==> src/rtl/ks10_run_ctl.sv <==
// KS10 run/halt sequencer: core clock-enable, 1 ms timebase, and console command
// sequencing (halt/run/step/execute) with an execute-completion watchdog.
module ks10_run_ctl #(
    parameter int unsigned CLKDIV     = 1,
    parameter int unsigned MSEC_COUNT = 50000,
    parameter int unsigned TIMEOUT_MS = 10
) (
    input  logic        clk,
    input  logic        rst,
    input  logic        cmd_valid,
    output logic        cmd_ready,
    input  logic [1:0]  cmd_op,
    input  logic [35:0] cmd_data,
    input  logic        core_halt,
    output logic        clken,
    output logic        msec_en,
    output logic        run,
    output logic        execute,
    output logic [35:0] d,
    output logic [1:0]  state,
    output logic        err
);

    localparam int unsigned DIV_W = (CLKDIV > 1) ? $clog2(CLKDIV) : 1;
    localparam int unsigned MS_W  = (MSEC_COUNT > 1) ? $clog2(MSEC_COUNT) : 1;
    localparam int unsigned TMO_W = (TIMEOUT_MS > 0) ? $clog2(TIMEOUT_MS + 1) : 1;

    localparam logic [1:0] OP_HALT = 2'b00;
    localparam logic [1:0] OP_RUN  = 2'b01;
    localparam logic [1:0] OP_STEP = 2'b10;
    localparam logic [1:0] OP_EXEC = 2'b11;

    typedef enum logic [1:0] {
        S_HALTED  = 2'b00,
        S_RUNNING = 2'b01,
        S_STEP    = 2'b10,
        S_EXEC    = 2'b11
    } state_e;

    state_e             state_q;
    logic               cmd_ready_q;
    logic               run_q;
    logic               execute_q;
    logic [35:0]        d_q;
    logic               err_q;
    logic               pulsed_q;
    logic [TMO_W-1:0]   tmo_q;
    logic [DIV_W-1:0]   div_q;
    logic [DIV_W-1:0]   div_d;
    logic               clken_q;
    logic               clken_d;
    logic [MS_W-1:0]    ms_q;
    logic [MS_W-1:0]    ms_d;
    logic               msec_en_q;
    logic               msec_en_d;
    logic               cmd_fire_c;
    logic               tmo_hit_c;

    // Free-running divider and ms counters; the _d values predict next cycle's strobes.
    always_comb begin
        clken_d    = (div_q == DIV_W'(CLKDIV - 1));
        div_d      = clken_d ? '0 : div_q + DIV_W'(1);
        msec_en_d  = (ms_q == MS_W'(MSEC_COUNT - 1));
        ms_d       = msec_en_d ? '0 : ms_q + MS_W'(1);
        cmd_fire_c = cmd_valid & cmd_ready_q;
        tmo_hit_c  = msec_en_q & (tmo_q == TMO_W'(TIMEOUT_MS - 1));
    end

    // Sequencer: step/exec pulses are launched on the edge that also raises clken,
    // so the pulse lands exactly in the next clken-qualified cycle.
    always_ff @(posedge clk or posedge rst) begin
        if (rst) begin
            state_q     <= S_HALTED;
            cmd_ready_q <= 1'b1;
            run_q       <= 1'b0;
            execute_q   <= 1'b0;
            d_q         <= '0;
            err_q       <= 1'b0;
            pulsed_q    <= 1'b0;
            tmo_q       <= '0;
            div_q       <= '0;
            clken_q     <= 1'b0;
            ms_q        <= '0;
            msec_en_q   <= 1'b0;
        end else begin
            div_q     <= div_d;
            clken_q   <= clken_d;
            ms_q      <= ms_d;
            msec_en_q <= msec_en_d;

            unique case (state_q)
                S_HALTED: begin
                    if (cmd_fire_c) begin
                        unique case (cmd_op)
                            OP_RUN: begin
                                state_q <= S_RUNNING;
                                run_q   <= 1'b1;
                            end
                            OP_STEP: begin
                                state_q     <= S_STEP;
                                cmd_ready_q <= 1'b0;
                                run_q       <= clken_d;
                                pulsed_q    <= clken_d;
                            end
                            OP_EXEC: begin
                                state_q     <= S_EXEC;
                                cmd_ready_q <= 1'b0;
                                d_q         <= cmd_data;
                                err_q       <= 1'b0;
                                tmo_q       <= '0;
                                execute_q   <= clken_d;
                                pulsed_q    <= clken_d;
                            end
                            default: ;
                        endcase
                    end
                end
                S_RUNNING: begin
                    if ((cmd_fire_c && (cmd_op == OP_HALT)) || core_halt) begin
                        state_q <= S_HALTED;
                        run_q   <= 1'b0;
                    end
                end
                S_STEP: begin
                    if (pulsed_q) begin
                        state_q     <= S_HALTED;
                        cmd_ready_q <= 1'b1;
                        run_q       <= 1'b0;
                        pulsed_q    <= 1'b0;
                    end else if (clken_d) begin
                        run_q    <= 1'b1;
                        pulsed_q <= 1'b1;
                    end
                end
                S_EXEC: begin
                    if (msec_en_q) begin
                        tmo_q <= tmo_q + TMO_W'(1);
                    end
                    if (pulsed_q) begin
                        execute_q <= 1'b0;
                    end else if (clken_d) begin
                        execute_q <= 1'b1;
                        pulsed_q  <= 1'b1;
                    end
                    // Completion wins over a coincident timeout.
                    if ((pulsed_q && core_halt) || tmo_hit_c) begin
                        state_q     <= S_HALTED;
                        cmd_ready_q <= 1'b1;
                        execute_q   <= 1'b0;
                        pulsed_q    <= 1'b0;
                        if (!(pulsed_q && core_halt)) begin
                            err_q <= 1'b1;
                        end
                    end
                end
                default: state_q <= S_HALTED;
            endcase
        end
    end

    assign cmd_ready = cmd_ready_q;
    assign clken     = clken_q;
    assign msec_en   = msec_en_q;
    assign run       = run_q;
    assign execute   = execute_q;
    assign d         = d_q;
    assign state     = state_q;
    assign err       = err_q;

endmodule
==> config.mk <==
export PLATFORM = sky130hd
export DESIGN_NAME = ks10_run_ctl
export DESIGN_NICKNAME = d
export VERILOG_FILES = /design/src/rtl/ks10_run_ctl.sv
export SDC_FILE = /design/constraint.sdc
export NUM_CORES = 1
export LEC_CHECK = 0
export ABC_AREA = 1
export CORE_ASPECT_RATIO = 1.5
export CORE_MARGIN = 1
export CORE_UTILIZATION = 51
export DETAILED_ROUTE_END_ITERATION = 7
export HOLD_SLACK_MARGIN = 0.12
export PLACE_DENSITY_LB_ADDON = 0.3
export SLEW_MARGIN = 20
export SYNTH_ARGS = -nofsm -noshare
export SYNTH_HDL_FRONTEND = slang
export SYNTH_SLANG_ARGS = --single-unit
==> constraint.sdc <==
create_clock -name clk -period 3.8 [get_ports clk]
set_input_delay 0.57 -clock clk [delete_from_list [all_inputs] [get_ports clk]]
set_output_delay 0.57 -clock clk [all_outputs]
set_load 0.005 [all_outputs]
==> run_1/clk_routes.png <==
Drawn at 6 px/um.
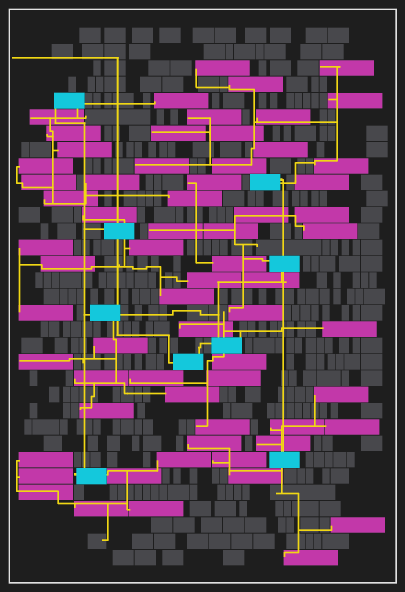
[magenta] flip-flops | count: 65
[cyan] clock drivers | count: 9
[yellow] clock wires | length: 848 um
flops lie: all over the die

==> run_1/clocks.png <==
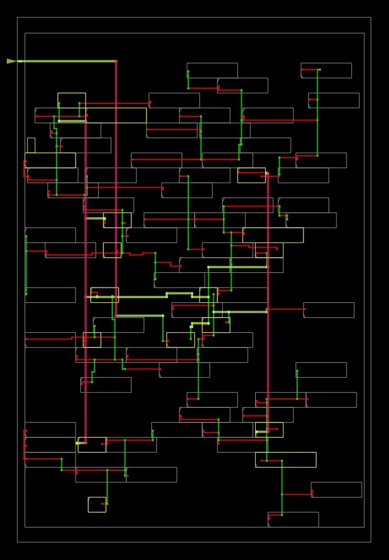
clock-net power: 0.000737 W
Seq cells: 65
Clock Sinks: 65
clk_lat worst skew: 0.36 ns

==> run_1/cell_density.png <==
Drawn at 3 px/um. The die is cut into 6 by 10 equal tiles; black is low, pale yellow is high, 0 to 100% covered.
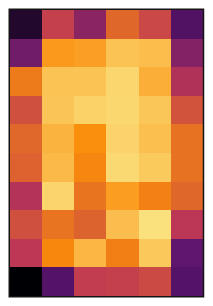
tiles over 75% full: 42%
mean over tiles: 66%
fullest tile: 94%
nearly empty tiles: 1.7%
densest ninth of the die: centre
emptiest ninth of the die: south-west
Util after Layout: 0.744
Core Box Area: 5530 um^2
FP Core Util: 0.536

==> run_1/detail.png <==
Window x 20 to 45, y 35 to 60 um. Cells in grey, sequential cells in the stronger grey; small squares are vias.
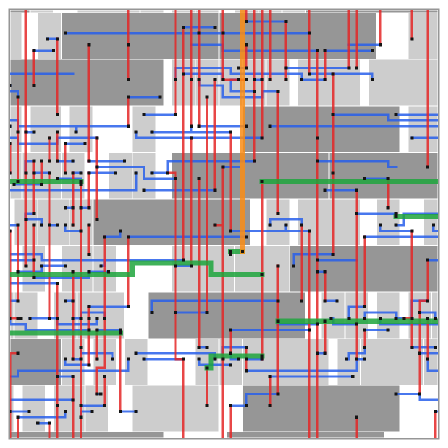
[green] metal 3
[blue] metal 1
[red] metal 2
[orange] metal 4
sequential cells in the window: 10
most frequent: nand2_1 (21), inv_1 (11), dfrtp_1 (9)
netlist names of flops here include: d (3), ms_q (3)
cells with their middle in the window: 58

==> ci_impl_report.md, run 1 <==
### Metrics collected by this job

| Metric | Value |
|---|---|
| CLK BUF | `9` |
| DR WL met2 | `3900 um` |
| CTS max path bufs | `2` |
| Final slew viol count | `0` |
| CTS Buf Count | `9` |
| Die area | `6120 um^2` |
| Xor/xnor share of the synthesized area | `0.0236` |
| CP Capture Type | `flop` |
| Post-CTS sizing | `0` |
| DR iter-0 viols | `190` |
| Drt drc | `0` |
| Comb area leader | `simple AND/OR/NAND/NOR gates` |
| Peak VDD IR | `312 uV` |
| Hold path cells | `2` |
| Number of enable flip-flop cells | `0` |
| Top class by area | `sequential cells` |
| Slew margin rel. | `0.552` |
| Primary FF master, synth | `dfrtp_1` |
| Min Tclk post-route | `2.10 ns` |
| Mapped Area | `2960 um^2` |
| MUX share of area | `0.00338` |
| Bufs w/o clock | `88` |
| Post-DP Area | `3870 um^2` |
| Peak-usage layer in the global routing report | `met2` |
| Yosys warnings | `0` |
| Critical path depth | `8` |
| Hold Buf Count CTS | `0` |
| Max power group | `the clock network` |
| Ranking of synthesized cells by area | `dfrtp_1, nand2_1, nor2_1` |
| Adder Share, Synth | `0.0127` |
| Sequential share of cell area | `0.395` |
| Routed length per placed instance | `13.1 um` |
| P_int | `0.00117 W` |
| Row cnt | `33` |
| Final Hold Vio Count | `0` |
| Worst path cell trace | `clkdlybuf4s50_1 -> nand2_1 -> inv_1 -> nand3_1 -> buf_4 -> inv_2 -> nand2_1 -> nand2_1` |
| Area leader share | `0.541` |
| Syn avg cell area | `8.01 um^2` |
| Post-synth top area cell | `dfrtp_1` |
| Grt ovf | `0` |
| Stage-log warning count | `27` |
| Status | `complete, no violations` |
| Crit. Startpoint | `cmd_op[1]` |
| GPL Wtd Cong | `0.872` |
| Final setup vio count | `0` |
==> run_1/placement_by_type.png <==
Drawn at 4 px/um. Fill, decap, tap and diode cells in grey.
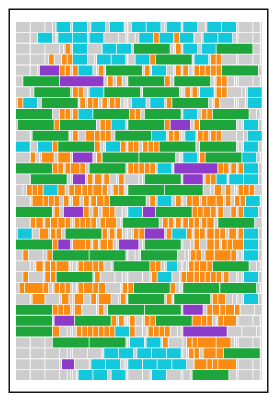

==> run 1 -> run 2 <==
--- a/config.mk
+++ b/config.mk
@@ -8,7 +8,7 @@
 export ABC_AREA = 1
 export CORE_ASPECT_RATIO = 1.5
 export CORE_MARGIN = 1
-export CORE_UTILIZATION = 51
+export CORE_UTILIZATION = 43
 export DETAILED_ROUTE_END_ITERATION = 7
 export HOLD_SLACK_MARGIN = 0.12
 export PLACE_DENSITY_LB_ADDON = 0.3
==> constraint.sdc (replaced) <==
create_clock -name clk -period 1.69 [get_ports clk]
set_input_delay 0.2535 -clock clk [delete_from_list [all_inputs] [get_ports clk]]
set_output_delay 0.2535 -clock clk [all_outputs]
set_load 0.005 [all_outputs]
==> run_2/placement_by_type.png <==
Drawn at 4 px/um. Fill, decap, tap and diode cells in grey.
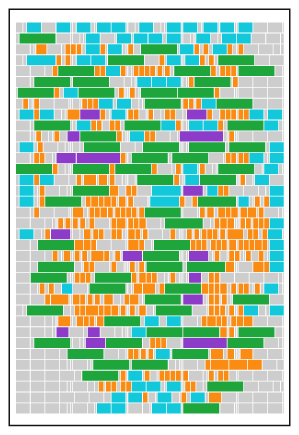
[green] sequential cells | cells: 65 | share of their area: 40%
[cyan] remaining buffers and delay cells | cells: 91 | share of their area: 23%
[orange] combinational and other logic | cells: 298 | share of their area: 31%
[purple] clock drivers and dummy loads | cells: 16 | share of their area: 6.1%
Final Cell Area: 4190 um^2
Core Box Area: 6580 um^2
row cnt: 36
Util after Layout: 0.637

==> run_2/detail.png <==
Window x 22 to 47, y 39 to 64 um. Cells in grey, sequential cells in the stronger grey; small squares are vias.
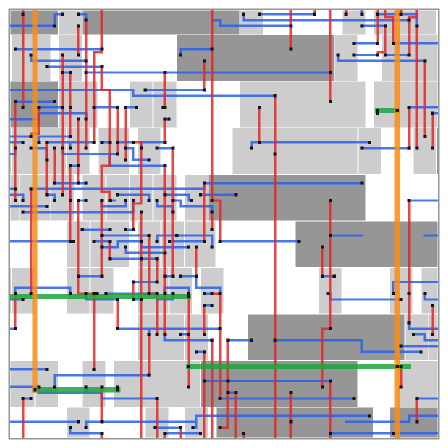
[orange] metal 4
[green] metal 3
[blue] metal 1
[red] metal 2
most frequent: nand2_1 (21), inv_1 (10), dfrtp_1 (6)
sequential cells in the window: 7
netlist names of flops here include: ms_q (4)
cells with their middle in the window: 58

==> run 2 against run 1 <==
  * First-iteration DRC count is 28% lower
  * Clock power increased by 120%
  * Combinational power increased by 120%
  * Non-clock buffer count increased by 3
  * Design area increased by 1.8%
  * Synthesized cell count stayed put
  * Cell count up 1.7%
  * Critical path type is now flop to output pin
  * Largest cell class unchanged
  * Highest routed layer unchanged
==> ci_impl_report.md, run 2 <==
### Metrics collected by this job

| Metric | Value |
|---|---|
| Status | `complete, no violations (unchanged)` |
| Final setup vio count | `0 (unchanged)` |
| Final Hold Vio Count | `0 (unchanged)` |
| Peak VDD IR | `874 uV (was 312 uV)` |
| Post-DP Area | `3940 um^2 (was 3870 um^2)` |
| Drt drc | `0 (unchanged)` |
| Adder Share, Synth | `0.0127 (unchanged)` |
| Max power group | `the clock network (unchanged)` |
| Seq cells | `65 (unchanged)` |
| Worst path cell trace | `clkdlybuf4s50_1 (was clkdlybuf4s50_1 -> nand2_1 -> inv_1 -> nand3_1 -> buf_4 -> inv_2 -> nand2_1 -> nand2_1)` |
| Number of enable flip-flop cells | `0 (unchanged)` |
| Post-synth top area cell | `dfrtp_1 (unchanged)` |
| Top class by area | `sequential cells (unchanged)` |
| Stage-log warning count | `27 (unchanged)` |
| Mapped Area | `2960 um^2 (unchanged)` |
| Logic share of the area | `0.274 (was 0.278)` |
| Bufs w/o clock | `91 (was 88)` |
| CLK BUF | `9 (unchanged)` |
| Syn avg cell area | `8.01 um^2 (unchanged)` |
| MUX share of area | `0.00338 (unchanged)` |
| Final slew viol count | `0 (unchanged)` |
| Critical path depth | `1 (was 8)` |
| Clock Sinks | `65 (unchanged)` |
| P_int | `0.00265 W (was 0.00117 W)` |
| CP Capture Type | `output pin (was flop)` |
| CTS Buf Count | `9 (unchanged)` |
| Clock-net power | `0.00164 W (was 0.000737 W)` |
| Peak-usage layer in the global routing report | `met2 (unchanged)` |
| Min Tclk post-route | `1.63 ns` |
| Xor/xnor share of the synthesized area | `0.0236 (unchanged)` |
| FP Core Util | `0.451 (was 0.536)` |
| Crit. Startpoint | `cmd_ready (was cmd_op[1])` |
| Primary FF master, synth | `dfrtp_1 (unchanged)` |
| Hold Buf Count CTS | `0 (unchanged)` |
| DR WL met2 | `3570 um (was 3900 um)` |
| CTS max path bufs | `2 (unchanged)` |
| Comb area leader | `simple AND/OR/NAND/NOR gates (unchanged)` |
| Die area | `7230 um^2 (was 6120 um^2)` |
| Grt ovf | `0 (unchanged)` |
| Post-CTS sizing | `1 (was 0)` |
| Routed length per placed instance | `12.4 um (was 13.1 um)` |
| Area leader share | `0.541 (unchanged)` |
==> run_2/clk_routes.png <==
Drawn at 6 px/um.
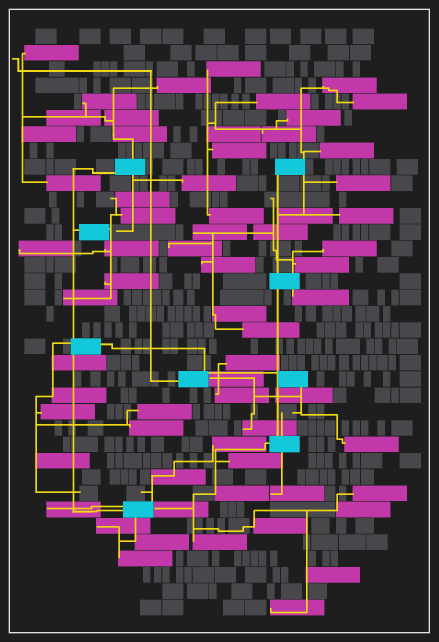

==> run 2 -> run 3 <==
--- a/config.mk
+++ b/config.mk
@@ -9,10 +9,11 @@
 export CORE_ASPECT_RATIO = 1.5
 export CORE_MARGIN = 1
 export CORE_UTILIZATION = 43
+export CTS_CLUSTER_DIAMETER = 50
 export DETAILED_ROUTE_END_ITERATION = 7
 export HOLD_SLACK_MARGIN = 0.12
+export MAX_ROUTING_LAYER = met4
 export PLACE_DENSITY_LB_ADDON = 0.3
-export SLEW_MARGIN = 20
 export SYNTH_ARGS = -nofsm -noshare
 export SYNTH_HDL_FRONTEND = slang
 export SYNTH_SLANG_ARGS = --single-unit
==> run_3/clk_routes.png <==
Drawn at 6 px/um.
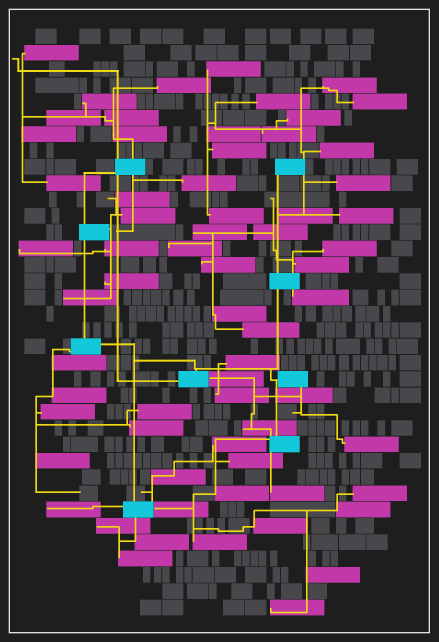
[magenta] flip-flops | count: 65
[cyan] clock drivers | count: 9
[yellow] clock wires | length: 841 um
routed clock nets: 10
flops lie: all over the die
clk_lat worst skew: 0.35 ns
clk_skew: 0.0114 ns

==> run_3/placement_by_type.png <==
Drawn at 4 px/um. Fill, decap, tap and diode cells in grey.
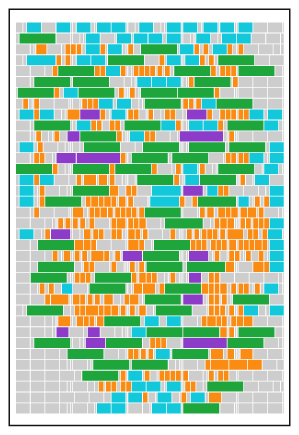
[cyan] remaining buffers and delay cells | cells: 91 | share of their area: 23%
[purple] clock drivers and dummy loads | cells: 16 | share of their area: 6.1%
[green] sequential cells | cells: 65 | share of their area: 40%
[orange] combinational and other logic | cells: 298 | share of their area: 31%

==> run 3 against run 2 <==
  * Sequential power is essentially flat
  * Clock-buffer cell count is the same
  * Via count is essentially flat
  * Clock skew is essentially flat
  * Flip-flop count is the same
  * Largest power group unchanged
==> ci_impl_report.md, run 3 <==
### Metrics collected by this job

| Metric | Value |
|---|---|
| Status | `complete, no violations (unchanged)` |
| CTS max path bufs | `2 (unchanged)` |
| Grt ovf | `0 (unchanged)` |
| Min Tclk post-route | `1.63 ns (about the same)` |
| GPL Wtd Cong | `0.836 (was 0.823)` |
| DR WL met2 | `3570 um (about the same)` |
| Sequential share of cell area | `0.389 (unchanged)` |
| Stage-log warning count | `27 (unchanged)` |
| Critical path depth | `1 (unchanged)` |
| P_int | `0.00265 W (about the same)` |
| Leakage dissipation | `2.14 nW (unchanged)` |
| Post-DP Area | `3940 um^2 (unchanged)` |
| Crit. Startpoint | `cmd_ready (unchanged)` |
| DR iter-0 viols | `147 (was 136)` |
| I/O Buffers | `85 (unchanged)` |
| CTS Buf Count | `9 (unchanged)` |
| Peak VDD IR | `875 uV (was 874 uV)` |
| Max power group | `the clock network (unchanged)` |
| CLK BUF | `9 (unchanged)` |
| Reg2reg end | `ms_q[9] (unchanged)` |
| Final Cell Area | `4190 um^2 (unchanged)` |
| Post-CTS sizing | `1 (unchanged)` |
| Xor/xnor share of the synthesized area | `0.0236 (unchanged)` |
| Final slew viol count | `0 (unchanged)` |
| Worst path cell trace | `clkdlybuf4s50_1 (unchanged)` |
| Adder Share, Synth | `0.0127 (unchanged)` |
| Post-synth top area cell | `dfrtp_1 (unchanged)` |
| Yosys warnings | `0 (unchanged)` |
| MUX share of area | `0.00338 (unchanged)` |
| Seq cells | `65 (unchanged)` |
| Logic share of the area | `0.274 (unchanged)` |
| Top class by area | `sequential cells (unchanged)` |
| Clock-net power | `0.00164 W (about the same)` |
| Hold Buf Count CTS | `0 (unchanged)` |
| Setup ws final | `0.0610 ns (was 0.0591 ns)` |
| Comb area leader | `simple AND/OR/NAND/NOR gates (unchanged)` |
| FMAX | `614 MHz (was 613 MHz)` |
| Area leader share | `0.541 (unchanged)` |
| Syn avg cell area | `8.01 um^2 (unchanged)` |
| Number of enable flip-flop cells | `0 (unchanged)` |
| FP Core Util | `0.451 (unchanged)` |
| Util after Layout | `0.637 (unchanged)` |
| Comb pwr | `0.000146 W (about the same)` |
| Row cnt | `36 (unchanged)` |
| Mapped Area | `2960 um^2 (unchanged)` |
| Highest routed metal layer | `met4 (unchanged)` |
| CP Capture Type | `output pin (unchanged)` |
| Bufs w/o clock | `91 (unchanged)` |
| Clock Sinks | `65 (unchanged)` |
Power and IR drop assume default switching activity.
